`src/rtl/ledblink_pkg.sv`:
```
// Shared constants for the board LED blink blocks: FSM state encoding
// and default timing for a 125 MHz system clock.
package ledblink_pkg;

    localparam int CLK_HZ = 125000000;

    // Default timing: 0.25 s on, 0.25 s off, 1 s separation gap.
    localparam int DEF_ON_CYCLES  = 31250000;
    localparam int DEF_OFF_CYCLES = 31250000;
    localparam int DEF_GAP_CYCLES = 125000000;

    // Scheduler FSM state encoding.
    localparam logic [1:0] ST_IDLE = 2'd0;
    localparam logic [1:0] ST_ON   = 2'd1;
    localparam logic [1:0] ST_OFF  = 2'd2;
    localparam logic [1:0] ST_GAP  = 2'd3;

endpackage

```
`src/rtl/rr_arbiter.sv`:
```
// Combinational round-robin pick: returns the first set request bit
// found searching last+1, last+2, ... with wrap modulo NUM_REQ.
module rr_arbiter #(
    parameter int NUM_REQ = 4,
    parameter int IDX_W   = (NUM_REQ > 1) ? $clog2(NUM_REQ) : 1
) (
    input  logic [NUM_REQ-1:0] req,
    input  logic [IDX_W-1:0]   last,
    output logic               valid,
    output logic [NUM_REQ-1:0] grant,
    output logic [IDX_W-1:0]   index
);

    int               cand;
    logic [IDX_W-1:0] cand_idx;

    // Search starting just after the previous winner; first hit wins.
    always_comb begin
        valid    = 1'b0;
        grant    = '0;
        index    = '0;
        cand     = 0;
        cand_idx = '0;
        for (int i = 1; i <= NUM_REQ; i++) begin
            cand     = (int'(last) + i) % NUM_REQ;
            cand_idx = IDX_W'(cand);
            if (!valid && req[cand_idx]) begin
                valid           = 1'b1;
                index           = cand_idx;
                grant[cand_idx] = 1'b1;
            end
        end
    end

endmodule

```
`src/rtl/led_share_sched.sv`:
```
// Shares one board LED among NUM_REQ requesters. The granted requester's
// N-blink pattern is played (ON/OFF periods), followed by a dark gap,
// then a one-cycle done pulse to the owner.
//
// Handshake: req_i[k] is a level request held by requester k. The block
// answers with grant_o[k] for the whole ownership; on normal completion it
// pulses done_o[k] for one cycle (grant_o already low in that cycle). If the
// owner drops req_i[k] while its pattern is playing, the block aborts into a
// full dark gap and releases the grant without a done pulse. count_i[k] is
// sampled only on the grant edge.
module led_share_sched
    import ledblink_pkg::*;
#(
    parameter int NUM_REQ    = 4,
    parameter int CNT_W      = 4,
    parameter int ON_CYCLES  = DEF_ON_CYCLES,
    parameter int OFF_CYCLES = DEF_OFF_CYCLES,
    parameter int GAP_CYCLES = DEF_GAP_CYCLES,
    parameter int TMR_W      = 32
) (
    input  logic                     clk_i,
    input  logic                     rst_i,
    input  logic [NUM_REQ-1:0]       req_i,
    input  logic [NUM_REQ*CNT_W-1:0] count_i,
    output logic [NUM_REQ-1:0]       grant_o,
    output logic [NUM_REQ-1:0]       done_o,
    output logic                     busy_o,
    output logic                     led_o
);

    localparam int IDX_W = (NUM_REQ > 1) ? $clog2(NUM_REQ) : 1;

    localparam logic [TMR_W-1:0] ON_LOAD  = TMR_W'(ON_CYCLES - 1);
    localparam logic [TMR_W-1:0] OFF_LOAD = TMR_W'(OFF_CYCLES - 1);
    localparam logic [TMR_W-1:0] GAP_LOAD = TMR_W'(GAP_CYCLES - 1);
    localparam logic [IDX_W-1:0] LAST_RST = IDX_W'(NUM_REQ - 1);

    logic [1:0]         state_q, state_d;
    logic [TMR_W-1:0]   timer_q, timer_d;
    logic [CNT_W-1:0]   rem_q, rem_d;
    logic [IDX_W-1:0]   last_q, last_d;
    logic [NUM_REQ-1:0] grant_q, grant_d;
    logic [NUM_REQ-1:0] done_q, done_d;
    logic               busy_q, busy_d;
    logic               led_q, led_d;
    logic               abort_q, abort_d;

    logic               arb_valid;
    logic [NUM_REQ-1:0] arb_grant;
    logic [IDX_W-1:0]   arb_idx;
    logic [CNT_W-1:0]   cnt_pick;
    logic               owner_req;

    rr_arbiter #(
        .NUM_REQ (NUM_REQ),
        .IDX_W   (IDX_W)
    ) u_arb (
        .req   (req_i),
        .last  (last_q),
        .valid (arb_valid),
        .grant (arb_grant),
        .index (arb_idx)
    );

    assign cnt_pick  = count_i[arb_idx*CNT_W +: CNT_W];
    // The owner still wants the LED when its request bit is high.
    assign owner_req = |(req_i & grant_q);

    // Next-state logic for the grant / blink / gap sequence.
    always_comb begin
        state_d = state_q;
        timer_d = timer_q;
        rem_d   = rem_q;
        last_d  = last_q;
        grant_d = grant_q;
        done_d  = '0;
        busy_d  = busy_q;
        led_d   = led_q;
        abort_d = abort_q;

        case (state_q)
            ST_IDLE: begin
                if (arb_valid) begin
                    grant_d = arb_grant;
                    busy_d  = 1'b1;
                    last_d  = arb_idx;
                    rem_d   = cnt_pick;
                    abort_d = 1'b0;
                    if (cnt_pick != '0) begin
                        state_d = ST_ON;
                        led_d   = 1'b1;
                        timer_d = ON_LOAD;
                    end else begin
                        state_d = ST_GAP;
                        led_d   = 1'b0;
                        timer_d = GAP_LOAD;
                    end
                end
            end

            ST_ON: begin
                if (!owner_req) begin
                    state_d = ST_GAP;
                    led_d   = 1'b0;
                    timer_d = GAP_LOAD;
                    abort_d = 1'b1;
                end else if (timer_q == '0) begin
                    state_d = ST_OFF;
                    led_d   = 1'b0;
                    timer_d = OFF_LOAD;
                    if (rem_q != '0) begin
                        rem_d = rem_q - 1'b1;
                    end
                end else begin
                    timer_d = timer_q - 1'b1;
                end
            end

            ST_OFF: begin
                if (!owner_req) begin
                    state_d = ST_GAP;
                    led_d   = 1'b0;
                    timer_d = GAP_LOAD;
                    abort_d = 1'b1;
                end else if (timer_q == '0) begin
                    if (rem_q == '0) begin
                        state_d = ST_GAP;
                        led_d   = 1'b0;
                        timer_d = GAP_LOAD;
                    end else begin
                        state_d = ST_ON;
                        led_d   = 1'b1;
                        timer_d = ON_LOAD;
                    end
                end else begin
                    timer_d = timer_q - 1'b1;
                end
            end

            default: begin // ST_GAP: requests are ignored here
                if (timer_q == '0) begin
                    state_d = ST_IDLE;
                    grant_d = '0;
                    busy_d  = 1'b0;
                    led_d   = 1'b0;
                    done_d  = abort_q ? '0 : grant_q;
                end else begin
                    timer_d = timer_q - 1'b1;
                end
            end
        endcase
    end

    // State and output registers with synchronous reset.
    always_ff @(posedge clk_i) begin
        if (rst_i) begin
            state_q <= ST_IDLE;
            timer_q <= '0;
            rem_q   <= '0;
            last_q  <= LAST_RST;
            grant_q <= '0;
            done_q  <= '0;
            busy_q  <= 1'b0;
            led_q   <= 1'b0;
            abort_q <= 1'b0;
        end else begin
            state_q <= state_d;
            timer_q <= timer_d;
            rem_q   <= rem_d;
            last_q  <= last_d;
            grant_q <= grant_d;
            done_q  <= done_d;
            busy_q  <= busy_d;
            led_q   <= led_d;
            abort_q <= abort_d;
        end
    end

    assign grant_o = grant_q;
    assign done_o  = done_q;
    assign busy_o  = busy_q;
    assign led_o   = led_q;

endmodule
```
`config.mk`:
```
export PLATFORM = sky130hd
export DESIGN_NAME = led_share_sched
export DESIGN_NICKNAME = d
export VERILOG_FILES = /design/src/rtl/ledblink_pkg.sv /design/src/rtl/rr_arbiter.sv /design/src/rtl/led_share_sched.sv
export SDC_FILE = /design/constraint.sdc
export NUM_CORES = 1
export LEC_CHECK = 0
export CORE_AREA = 2 2 82 84
export CTS_CLUSTER_SIZE = 28
export DETAILED_ROUTE_END_ITERATION = 6
export DIE_AREA = 0 0 84 86
export DONT_BUFFER_PORTS = 1
export PLACE_DENSITY = 0.79
export SLEW_MARGIN = 20
export SYNTH_ARGS = -nofsm -noshare
export SYNTH_HDL_FRONTEND = slang
export SYNTH_SLANG_ARGS = --single-unit
```
`constraint.sdc`:
```
create_clock -name clk_i -period 8.6 [get_ports clk_i]
set_input_delay 1.72 -clock clk_i [delete_from_list [all_inputs] [get_ports clk_i]]
set_output_delay 1.72 -clock clk_i [all_outputs]
set_load 0.01 [all_outputs]
```
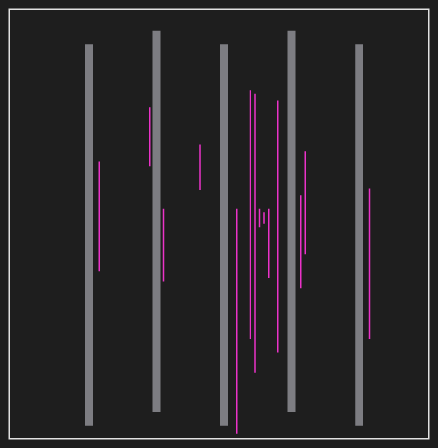
**Above:** run 1 (the metal 4 layer).
Supply wires on this layer in grey.
The wires run mostly vertical. The layer carries 345 µm of wire. 14 nets have wire on it. The layer holds 3.5% of the routed length.

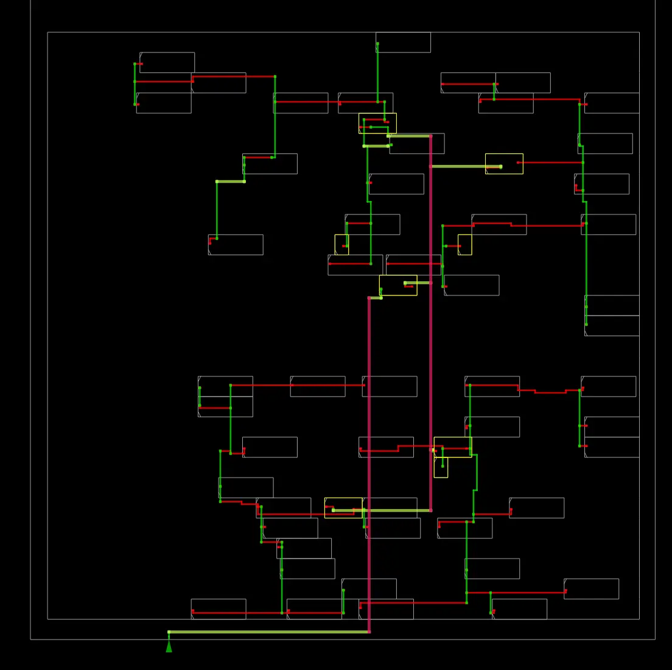
**Above:** run 1 (clock nets).
FFs & Latches: 51
clock distribution power: 0.137 mW
Clock Sinks: 51
clock buffer count: 5

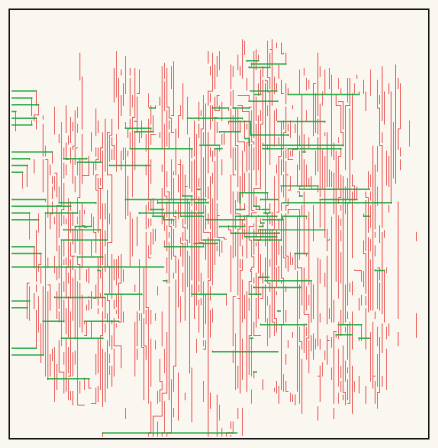
**Above:** run 1 (metal layers overlaid).
Only two layers are drawn.
Key: metal 2 = red [wire length 4720 µm]; metal 3 = green [wire length 671 µm]

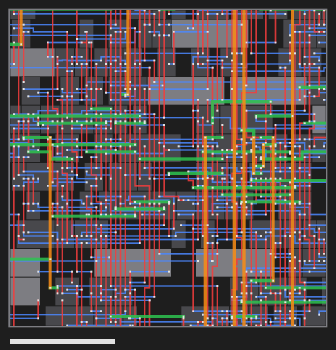
**Above:** run 1 (a small window of the routed layout).
Scale bar: 10 µm. Window x 27 to 57, y 28 to 58 µm. Cells in grey, sequential cells in the stronger grey; small squares are vias.
Key: metal 1 = blue; metal 3 = green; metal 4 = orange; metal 2 = red
93 logic cells have their middle in the window. Most frequent: a21oi_1 (15), nand2_1 (10), nor2_1 (9). Sequential cells in the window: 6. Netlist names of flops here include `timer_q` (4).

==> Changelog: implementation, run 1 <==
### Implementation results

- Post-Syn Nets: 550
- Multi-input gates: 409
- Number of flip-flops under the largest register name: 32
- Row count: 29
- Worst reg2reg setup slack: ~4 ns
- Post-CTS setup buffer count: 0
- Worst setup path class: reg -> reg
- Met3 routed WL: 670 µm
- Fin. Hold Viols: 0
- Grt ovf: 0
- Outcome: finished clean
- CP startpoint kind: flip-flop
- Global-route wire length before repair: about 17000 µm
- Combinational Power Share: 63.3%
- Switching power: 0.751 mW
- DRC viols: 0
- Worst Path Buf+Inv: 2
- Logic inverters: 19
- CTS buffer count: 5
- Layout area overhead: 1.42%
- Worst-Skew Late Latency: 0.31 ns
- Largest class: logic gates
- RR Endpoint: timer_q[6]
- CP max-delay cell: mux4_2
- Post-CTS sizing: 0
- Synth top area cells: dfxtp_1 (26%), a21oi_1 (6.2%), nor2_1 (5.4%)
- Highest Clock Rate: 219 MHz
- Pre-antenna DRT Iters: 5
- Seq/total area: 25.4%
- Die H: approximately 86 µm
- Fill cells: 546
- CP delay by family, top: AND-OR/OR-AND gates
- Met1 usage: a little over a third
- Die width: 84 µm
- Setup TNS: 0 ns
- Worst r2r src: last_q[0]
- CTS Buffer Depth: 2
- DR WL/cell: 17.6 µm
- Top cell area share: 25.7%
- CTS tree: yes
- R2R cell count: 11
- Pre-CTS WS: 3.91 ns
- Global-route met2 utilization: 47.0%
- Register Area: 1020 µm²
- Fin nets: around 530
- Seq pwr: 0.412 mW
- Floorplan utilization: 63.2%
- Final worst slack: 4.04 ns
- Slew Limit Fails: 0
- Post-synth seq share: between 20% and 30%
- Main flop type: dfxtp_1
- Global-route layer with the greatest usage: met2
- Max Clock Skew: 0.00551 ns
- Data buffer area share: less than 1%
- RSZ-0062 raised after global routing: no
- Max VDD drop: 0.213 mV
- Cts hold-fix bufs: 0
- Die area: 7220 µm²
- Initial antenna violation count: 0
- Yosys top cell by area: dfxtp_1
- GRT Overall Usage: approximately 28%
- Max-cap violations: 0
- CP endpoint: timer_q[6]
- Clk slew on worst S/H paths: around 0.090 ns
- Non-filler cells in the finished layout: 568
- Commonest cells in the netlist: nor2_1 (57), dfxtp_1 (51), a21oi_1 (49)
- Port bufs: 0
- Synth Area per Inst: 7.73 µm²
- Min-delay src: state_q[0]
- Hold Path Sink: state_q[0]
- Sequential power share: 27.5%
- Post-route design area: 4020 µm²
- Worst-path fanout max: 36
- WP data required: 8.78 ns
- Tool warnings: 37
- Core box area: 6280 µm²
- Synth Instances: 513
- Worst Max-Slew Pin Slew: 0.835 ns
- IO Count: 32
- Cells along the critical path: buf_4 -> inv_1 -> ha_1 -> mux4_2 -> a21oi_1 -> nand2_1 -> xnor2_1 -> mux2_2 -> o311ai_1 -> a21o_1 -> a311oi_1
- Fin crit share: 53.0%
- Final core utilization: around 64%
- N_taps: 77
- Vias in the first global route: around 3600
- Min-Delay Path Depth: 2
- Ys cells: 513
- Switching Fraction: 50.2%
- Minimum clock period: 4.56 ns
- CP peak stage delay: 0.74 ns
- Top sig layer: met4
- Post-synthesis cell area: roughly 4000 µm²
- Most frequent cell after synthesis: nor2_1
- Bufs w/o clock: 4
- Comb group: 0.947 mW
- Synth Warn #: 0
- Chip Area, Yosys: around 4000 µm²
- Comb/total area: 67.6%
- PnR Total Power: about 1.5 mW
- Int Pwr: 0.745 mW
- Crit path capture type: flip-flop
- Pwr Density: 372 nW/µm²
- H-tree depth: 2
- EDFF count, synth: 0
- Hold Path Class: reg -> reg
- Setup crit start: last_q[0]
- Post-synthesis cell type count: ~71
- Antenna-violating nets left: 0
- Drt via density: roughly 7
- Logic area: 2720 µm²
- Slew headroom: 44.2%
- Wire length on met2: 4720 µm
- Final setup viols: 0
- Async S/R FF share, synth: 0%
- Clk network pwr share: a little under a tenth
- Hpwl dp: 7150 µm
- Critical Path AT: 4.74 ns
- Largest power group: combinational cells
- Post-DP Area: 3940 µm²
- Largest net degree at the start of global routing: 37
- Layout cells sized above 1: 7.74%
- Number of instances in the placed design: 560
- Met1 wire length: 4250 µm
- Initial DRC Count: between 400 and 500
- WHS: slightly above 0.5 ns
- DRT Wirelength: 9990 µm
- Final clock-cell share: 2.08%
- Final GP Congestion: 0.944
- Largest register by flop count: timer_q
- Total number of vias: slightly below 4000
- Ys flops: 51
- Leak Pwr: 1.50 nW
- Root buffer cell: clkbuf_8
- CP Depth: 11
- # diodes: 0
run 1: layout by cell type (no fill, tap or decap), types with 8 or more instances in the layout:
master,instances
nor2_1,57
ha_1,15
inv_1,18
xnor2_1,14
dfxtp_1,51
nor3_1,18
mux2i_1,15
o21ai_0,22
a22oi_1,10
nand3_1,10
a21oi_1,49
o21ai_1,8
a31oi_1,12
nand2_1,38
or3_1,8
run 1: logic make-up (layout without fill, tap and decap cells):
family | after synthesis | in the layout | synth area share (%)
AND-OR/OR-AND | 167 | 167 | 28.4
XOR/XNOR | 19 | 19 | 4.19
adder cells (fa/ha/maj) | 15 | 15 | 4.73
buffers and inverters | 53 | 31 | 5.68
flip-flops | 51 | 51 | 25.7
multiplexers | 22 | 22 | 6.91
AND/OR/NAND/NOR | 186 | 186 | 24.4
**Run 1: the metal 1 layer**

Supply wires on this layer in grey.
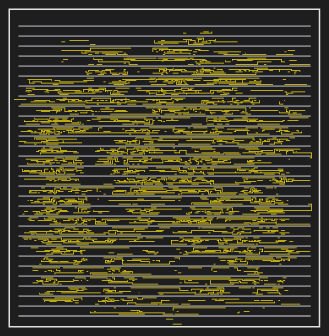

==> run 1 -> run 2 <==
Settings changed: CORE_AREA 2 2 82 84 to 2 2 86 88, DIE_AREA 0 0 84 86 to 0 0 88 90, PLACE_DENSITY 0.79 to 0.75.
Clock period 8.6 ns to 3.9 ns, I/O delays scaled along.
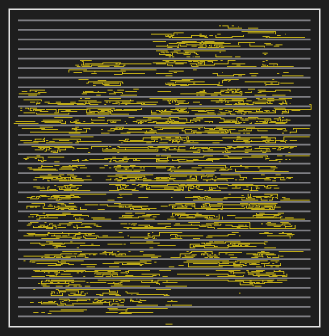
**Above:** run 2 (the metal 1 layer).
Supply wires on this layer in grey.
The longest straight run is 27.6 µm. The wires run mostly horizontal. The layer carries 4360 µm of wire. The layer holds 42% of the routed length.

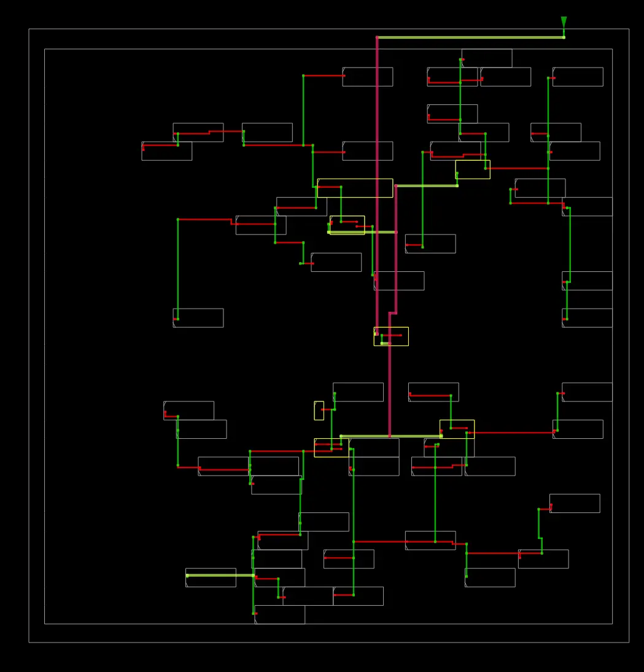
**Above:** run 2 (clock nets).
Max Clock Skew: 0.00649 ns
clock buffer count: 6
clock distribution power: 0.366 mW
Worst-Skew Late Latency: 0.31 ns

==> run 2 against run 1 <==
Core utilization decreased by 5.0 points. Sequential power up 120%. Die area up 9.6%. Final cell count grew 4.6%. Combinational power grew 130%. Worst hold slack worse by 0.015 ns. Cell area is 3.1% higher. Clock power went up to 2.7 times the previous value. Wire length up 4.2%.
==> Changelog: implementation, run 2 <==
### Implementation results

- Post-synth seq share: 25.7%
- Clk network pwr share: 10.7%
- Comb group: 2.15 mW
- RSZ-0062 raised after global routing: no
- GRT Overall Usage: 26.9%
- Met1 wire length: about 4400 µm
- Post-route design area: 4150 µm²
- Die width: 88 µm
- Combinational Power Share: 63.0%
- # diodes: 0
- Top Layout Cells: nor2_1 (57), dfxtp_1 (51), a21oi_1 (48)
- Pre-antenna DRT Iters: 5
- Switching power: 1.67 mW
- Hold Path Sink: state_q[0]
- Pwr Density: 823 nW/µm²
- Post-synthesis cell type count: 71
- Number of flip-flops under the largest register name: 32
- Largest net degree at the start of global routing: 36
- Clock Sinks: 51
- DRT Wirelength: 10400 µm
- Worst reg2reg setup slack: 0.22 ns
- Antenna-violating nets left: 0
- Register Area: 1020 µm²
- Ys flops: 51
- Port bufs: 0
- Ys cells: 513
- Min-Delay Path Depth: 2
- Yosys top cell by area: dfxtp_1
- CP endpoint: timer_q[11]
- Number of instances in the placed design: 586
- Outcome: finished clean
- Min-delay src: state_q[0]
- CTS buffer count: 5
- Synth Area per Inst: between 7 and 8 µm²
- Max VDD drop: 0.452 mV
- Chip Area, Yosys: 3970 µm²
- Fill cells: 644
- Seq pwr: 0.896 mW
- Pre-CTS WS: 0.207 ns
- Setup crit start: last_q[1]
- Switching Fraction: 48.9%
- CTS tree: yes
- Final setup viols: 0
- Layout cells sized above 1: 8.89%
- Post-CTS sizing: 0
- Post-DP Area: 4010 µm²
- Int Pwr: approximately 1.7 mW
- Root buffer cell: clkbuf_8
- Largest logic family: AND-OR/OR-AND gates
- Synth Warn #: 0
- Die area: roughly 7900 µm²
- Hpwl dp: 7400 µm
- WHS: ~0.5 ns
- Simple share: 24.4%
- R2R cell count: 10
- Layout area overhead: 4.54%
- Crit path capture type: flip-flop
- RR Endpoint: timer_q[11]
- Row count: 31
- Largest power group: combinational cells
- Initial DRC Count: 387
- Synth top area cells: dfxtp_1 (26%), a21oi_1 (6.2%), nor2_1 (5.4%)
- Worst Max-Slew Pin Slew: 0.861 ns
- Global-route wire length before repair: 17700 µm
- Adder Area Share: 4.73%
- Met3 routed WL: 750 µm
- Drt via density: 6.61
- Final worst slack: roughly 0.22 ns
- Global-route layer with the greatest usage: met2
- Minimum clock period: 3.68 ns
- Commonest cells in the netlist: nor2_1 (57), dfxtp_1 (51), a21oi_1 (49)
- DR WL/cell: 17.5 µm
- Clk slew on worst S/H paths: 0.09 ns
- Post-CTS setup buffer count: 0
- Dominant logic cell type in the layout: nor2_1
- CTS Buffer Depth: 2
- Logic area: 2770 µm²
- Final GP Congestion: 0.872
- Critical Path AT: 3.91 ns
- Post-Syn Nets: 550
- Grt ovf: 0
- Most frequent cell after synthesis: nor2_1
- Hold Path Class: reg -> reg
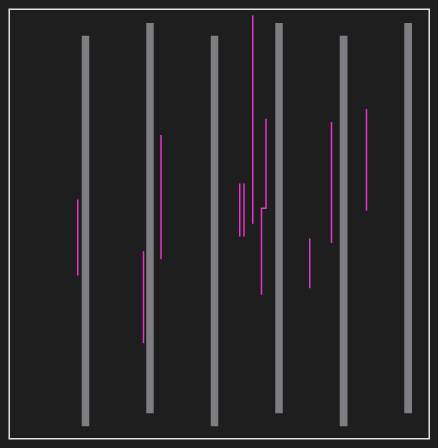
**Above:** run 2 (the metal 4 layer).
Supply wires on this layer in grey.
The layer carries 220 µm of wire. 10 nets have wire on it.

-- run 2: cell types whose count changed in the layout (fill, tap and decap cells not counted), sizes merged --
cell	delta
clkinv	-3
mux4	+1
bufinv	+1
buf	+4
clkbuf	+1
-- run 2: cell type report --
class / instances / area share, %
sequential: 51 / 24.6
tap: 99 / 2.99
clock inverter: 1 / 0.724
multi-input combinational: 410 / 66.8
inverter: 19 / 1.72
clock buffer: 6 / 1.75
timing repair buffer: 8 / 1.45
-- run 2: critical path, stage by stage, from the launching register on --
cell      delay [ns]
dfxtp_1         0.35
inv_1           0.10
ha_1            0.46
mux4_2          0.67
a21oi_1         0.20
nand2_1         0.16
xnor2_2         0.25
mux2_2          0.41
o31ai_2         0.43
a21oi_1         0.33
a211oi_2        0.24
Power and IR drop assume default switching activity.
